### src/rtl/sdram_write.sv
// sdram_write: write-path engine of the wb_sdram slave.
// Drains 32-bit FIFO words as two 16-bit columns, upper half first.
module sdram_write #(
  parameter int unsigned T_RCD = 2,
  parameter int unsigned T_WR  = 2,
  parameter int unsigned T_RP  = 2,
  parameter int unsigned T_RFC = 8
) (
  input  logic        clk,
  input  logic        rst,
  output logic [2:0]  command,
  output logic [11:0] addr,
  output logic [1:0]  bank,
  output logic [15:0] data_out,
  output logic [1:0]  data_mask,
  input  logic        en,
  input  logic [21:0] write_address,
  output logic        ready,
  input  logic        auto_rfrsh,
  input  logic [31:0] fifo_data,
  input  logic        fifo_empty,
  output logic        fifo_rd
);

  // {ras_n, cas_n, we_n}
  localparam logic [2:0] CMD_NOP = 3'b111;
  localparam logic [2:0] CMD_ACT = 3'b011;
  localparam logic [2:0] CMD_WR  = 3'b100;
  localparam logic [2:0] CMD_PRE = 3'b010;
  localparam logic [2:0] CMD_AR  = 3'b001;

  localparam logic [3:0] D_RCD = 4'(T_RCD - 1);
  localparam logic [3:0] D_WR  = 4'(T_WR);
  localparam logic [3:0] D_RP  = 4'(T_RP - 1);
  localparam logic [3:0] D_RFC = 4'(T_RFC - 1);

  typedef enum logic [2:0] {
    S_IDLE,
    S_ACTIVE,
    S_WRITE_TOP,
    S_WRITE_BOTTOM,
    S_PRECHARGE,
    S_REFRESH
  } state_t;

  state_t      state_q, state_d;
  logic [3:0]  delay_q, delay_d;
  logic        lauto_q, lauto_d;
  logic [21:0] laddr_q, laddr_d;
  logic [15:0] low_q, low_d;
  logic [2:0]  command_q, command_d;
  logic [11:0] addr_q, addr_d;
  logic [1:0]  bank_q, bank_d;
  logic [15:0] data_out_q, data_out_d;
  logic [1:0]  data_mask_q, data_mask_d;
  logic        fifo_rd_q, fifo_rd_d;
  logic        go;

  assign command   = command_q;
  assign addr      = addr_q;
  assign bank      = bank_q;
  assign data_out  = data_out_q;
  assign data_mask = data_mask_q;
  assign fifo_rd   = fifo_rd_q;
  assign ready     = (state_q == S_IDLE) && (delay_q == 4'd0);
  assign go        = en && !fifo_empty;

  // Next-state and registered command/data outputs
  always_comb begin
    state_d     = state_q;
    delay_d     = delay_q;
    lauto_d     = lauto_q | auto_rfrsh;
    laddr_d     = laddr_q;
    low_d       = low_q;
    command_d   = CMD_NOP;
    addr_d      = addr_q;
    bank_d      = bank_q;
    data_out_d  = data_out_q;
    data_mask_d = 2'b11;
    fifo_rd_d   = 1'b0;
    if (delay_q != 4'd0) begin
      delay_d = delay_q - 4'd1;
    end else begin
      unique case (state_q)
        S_IDLE: begin
          if (lauto_q) begin
            state_d = S_PRECHARGE;
          end else if (go) begin
            laddr_d = write_address;
            state_d = S_ACTIVE;
          end
        end
        S_ACTIVE: begin
          command_d = CMD_ACT;
          bank_d    = laddr_q[21:20];
          addr_d    = laddr_q[19:8];
          delay_d   = D_RCD;
          state_d   = S_WRITE_TOP;
        end
        S_WRITE_TOP: begin
          command_d   = CMD_WR;
          addr_d      = {4'b0000, laddr_q[7:0]};
          data_out_d  = fifo_data[31:16];
          data_mask_d = 2'b00;
          fifo_rd_d   = 1'b1;
          low_d       = fifo_data[15:0];
          laddr_d     = laddr_q + 22'd2;
          state_d     = S_WRITE_BOTTOM;
        end
        S_WRITE_BOTTOM: begin
          data_out_d  = low_q;
          data_mask_d = 2'b00;
          if (go && !lauto_q && (laddr_q[7:0] != 8'd0)) begin
            state_d = S_WRITE_TOP;
          end else begin
            delay_d = D_WR;
            state_d = S_PRECHARGE;
          end
        end
        S_PRECHARGE: begin
          command_d = CMD_PRE;
          addr_d    = 12'h400;
          delay_d   = D_RP;
          if (lauto_q) begin
            state_d = S_REFRESH;
          end else if (go) begin
            state_d = S_ACTIVE;
          end else begin
            state_d = S_IDLE;
          end
        end
        S_REFRESH: begin
          command_d = CMD_AR;
          lauto_d   = auto_rfrsh;
          delay_d   = D_RFC;
          state_d   = go ? S_ACTIVE : S_IDLE;
        end
        default: state_d = S_IDLE;
      endcase
    end
  end

  // State and output registers with synchronous reset
  always_ff @(posedge clk) begin
    if (rst) begin
      state_q     <= S_IDLE;
      delay_q     <= 4'd0;
      lauto_q     <= 1'b0;
      laddr_q     <= 22'd0;
      low_q       <= 16'd0;
      command_q   <= CMD_NOP;
      addr_q      <= 12'd0;
      bank_q      <= 2'd0;
      data_out_q  <= 16'd0;
      data_mask_q <= 2'b11;
      fifo_rd_q   <= 1'b0;
    end else begin
      state_q     <= state_d;
      delay_q     <= delay_d;
      lauto_q     <= lauto_d;
      laddr_q     <= laddr_d;
      low_q       <= low_d;
      command_q   <= command_d;
      addr_q      <= addr_d;
      bank_q      <= bank_d;
      data_out_q  <= data_out_d;
      data_mask_q <= data_mask_d;
      fifo_rd_q   <= fifo_rd_d;
    end
  end

endmodule

### config.mk
export PLATFORM = sky130hd
export DESIGN_NAME = sdram_write
export DESIGN_NICKNAME = d
export VERILOG_FILES = /design/src/rtl/sdram_write.sv
export SDC_FILE = /design/constraint.sdc
export NUM_CORES = 1
export LEC_CHECK = 0
export CORE_ASPECT_RATIO = 1.25
export CORE_UTILIZATION = 40
export DETAILED_ROUTE_END_ITERATION = 16
export PLACE_DENSITY = 0.66
export RECOVER_POWER = 50
export SYNTH_ARGS = -nofsm -noshare
export SYNTH_HDL_FRONTEND = slang
export SYNTH_SLANG_ARGS = --single-unit
### constraint.sdc
create_clock -name clk -period 2.7 [get_ports clk]
set_input_delay 0.27 -clock clk [delete_from_list [all_inputs] [get_ports clk]]
set_output_delay 0.27 -clock clk [all_outputs]
set_load 0.02 [all_outputs]
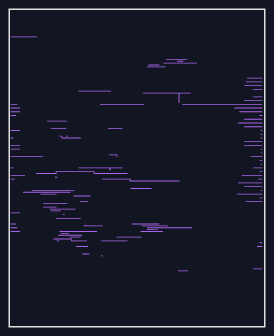
run_1/met3.png
The longest straight run is 28.8 um. 85 nets have wire on it. The wires run mostly horizontal. The layer carries 618 um of wire.
total number of vias: 4,137
total wire length: 11,980 um
met3 Usage GRT: 3.968%

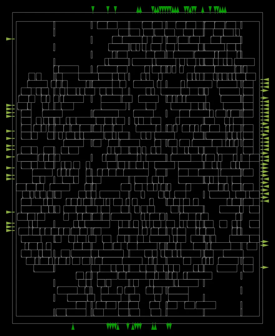
run_1/final_placement.png
tap cells: 126
site row count: 40
core area: 9759 sq um

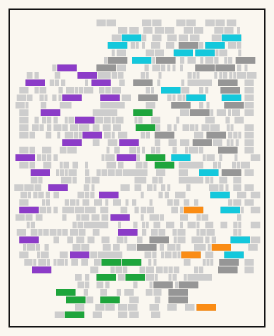
run_1/registers.png
laddr_q: shown in purple, flops 22. data_out: shown in cyan, flops 16. addr: shown in green, flops 12. delay_q: shown in orange, flops 4, where lower right.
sequential share of cell area: 30.24%
Seq. pwr: 0.00158 W
FF+latch area: 1622 sq um
fin util: 54.95%

==> impl_metrics.toml, run 1 <==
# physical design summary
[clock_network]
cts_tree = "done"
cts-root-buf = "clkbuf_16"
clk_pin_slew_ns = 0.06
cts_setup_buffers = 0

[outcome]
status = "finished clean"

[sta]
hold_viol = 0
fin_tns_setup_ns = 0
finalClockPeriodUsage_pct = 96.05
drv_slew = 0
slew_headroom_pct = 12.32
holdWs_ns = 0.2888

[grt]
grtUsageMet2_pct = 40.75
grt_pass1_wl_um = 19190

[power_and_ir_drop]
power_leader = "registers"
p_sw_share_pct = 38.02

[synthesis]
mux_share_pct = 2.211
yosysChipArea_sq_um = 4075
postSynthAreaPerCell_sq_um = 8.070
synthArstFlopShare_pct = 0

[finish]
layout-drive-gt1-share_pct = 6.143

[detailed_routing]
wl_met2_um = 6041

[placed_design]
place_inst = 696
run 1: layout make-up:
type / count / area, sq um
repair buffers: 108 / 1032
flip-flops and latches: 81 / 1622
clock buffers: 10 / 239.0
well taps: 126 / 157.7
inverters: 10 / 37.54
clock inverters: 6 / 51.30
multi-input cells: 371 / 2223
fillers: 935 / 4397
run 1: sequential cells by signal, summed over array words and instances, names as in the netlist, 2 cells and up:
register,count
laddr_q,22
data_out,16
low_q,16
addr,12
delay_q,4
command,3
state_q,3
bank,2
run 1: path summary, 6_finish.rpt:
path,start,end,slack (ns),depth (start not counted)
worst max-delay path,delay_q[0],ready,0.11,5
worst min-delay path,rst,command[0],0.29,3
worst max register to register,delay_q[0],laddr_q[15],0.25,6
worst min register to register,data_out[9],data_out[9],0.45,2
--- run 2 (diff from run 1) ---
CORE_UTILIZATION = 24   (was 40)
PLACE_DENSITY = unset   (was 0.66)
clock period = 2.3 ns   (was 2.7 ns; I/O delays follow)
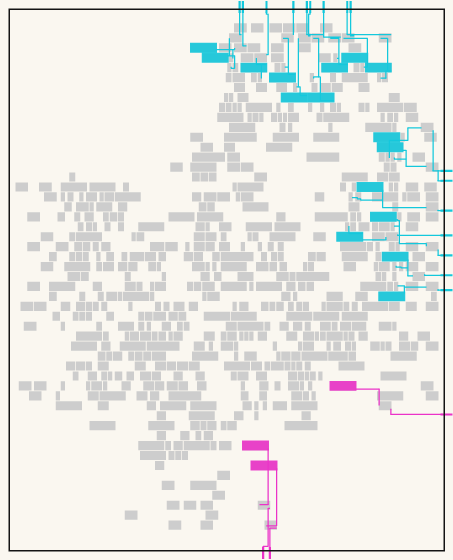
run_2/port_nets.png
data_out: shown in cyan, bits 16, direction output, edge 9 top, 7 right, end cells 16, buffers 16, wire 365 um. command: shown in magenta, bits 3, direction output, edge 2 bottom, 1 right, end cells 3, buffers 3, wire 82.8 um.
I/O Buffers: 95
io pins: 96

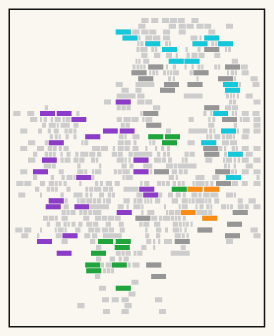
run_2/registers.png
delay_q: shown in orange, flops 4, where middle right. laddr_q: shown in purple, flops 22. addr: shown in green, flops 12. data_out: shown in cyan, flops 16, where upper right.
sequential share of cell area: 28.97%
Seq. pwr: 0.00183 W
fin util: 34.13%

==> run 2 against run 1 <==
Die size increased by 65%; routed wire length grew 8.1%; clock power up about 20%; register-to-register slack got worse by 0.08 ns; setup slack better by 0.0073 ns; sequential cell count is the same; critical path depth stayed put; combinational power is 27% higher; clock skew hardly changed; critical path type unchanged.
==> impl_metrics.toml, run 2 <==
# physical design summary
[outcome]
status = "finished clean"

[grt]
use_met3_pct = 3.125
grtUsageMet2_pct = 26.29
grt_pass1_wl_um = 21070

[clock_network]
clk_pin_slew_ns = 0.07
cts_tree = "done"
cts-root-buf = "clkbuf_16"

[min_path]
hold_end = "laddr_q[0]"
hold_path_depth = 2

[power_and_ir_drop]
power_leader = "combinational logic"
p_sw_share_pct = 38.25

[finish]
nonClockInverterCount = 10
clkCellAreaFrac_pct = 5.097
largest-register = "laddr_q"
n_all_buffers = 121
comb_area_sq_um = 2242
largest_reg_flops = 22
comb_cells = 371
seqCellArea_sq_um = 1622

[setup_path]
ff2ff_path_depth = 6
r2r_end = "addr[2]"
reg2reg_setup_slack_ns = 0.17
reg2reg_from = "state_q[2]"
crit_cells = 5
startpoint = "delay_q[0]"

[synthesis]
postSynthAreaPerCell_sq_um = 8.070
yosysChipArea_sq_um = 4075

[die]
core_sq_um = 16400
rows = 52

[sta]
holdWs_ns = 0.3193
fin_tns_setup_ns = 0
hold_viol = 0
drv_slew = 0
slew_headroom_pct = 56.56

[detailed_routing]
via_count = 4220
wl_met2_um = 6401
routed_wl_um = 12940
-- run 2: cell counts after synthesis --
No cell type changed its count.
-- run 2: timing repair --
| action | 4_1_cts | 5_1_grt |
|---|---|---|
| setup endpoints to repair | 1 | 2 |
| buffers inserted | 0 | 0 |
| resized | 1 | 1 |
-- run 2: logic make-up after synthesis --
| family | Yosys count | synth area share, % |
|---|---|---|
| and+or+nand+nor | 179 | 22.63 |
| AOI/OAI and AO/OA | 177 | 28.43 |
| DFF | 81 | 39.79 |
| buffers and inverters | 53 | 5.373 |
| muxes | 9 | 2.211 |
| xor gates and xnor gates | 3 | 0.6449 |
| adders and majority gates | 3 | 0.9212 |
Power figures rest on the tool's default switching activity, not on a simulated workload.
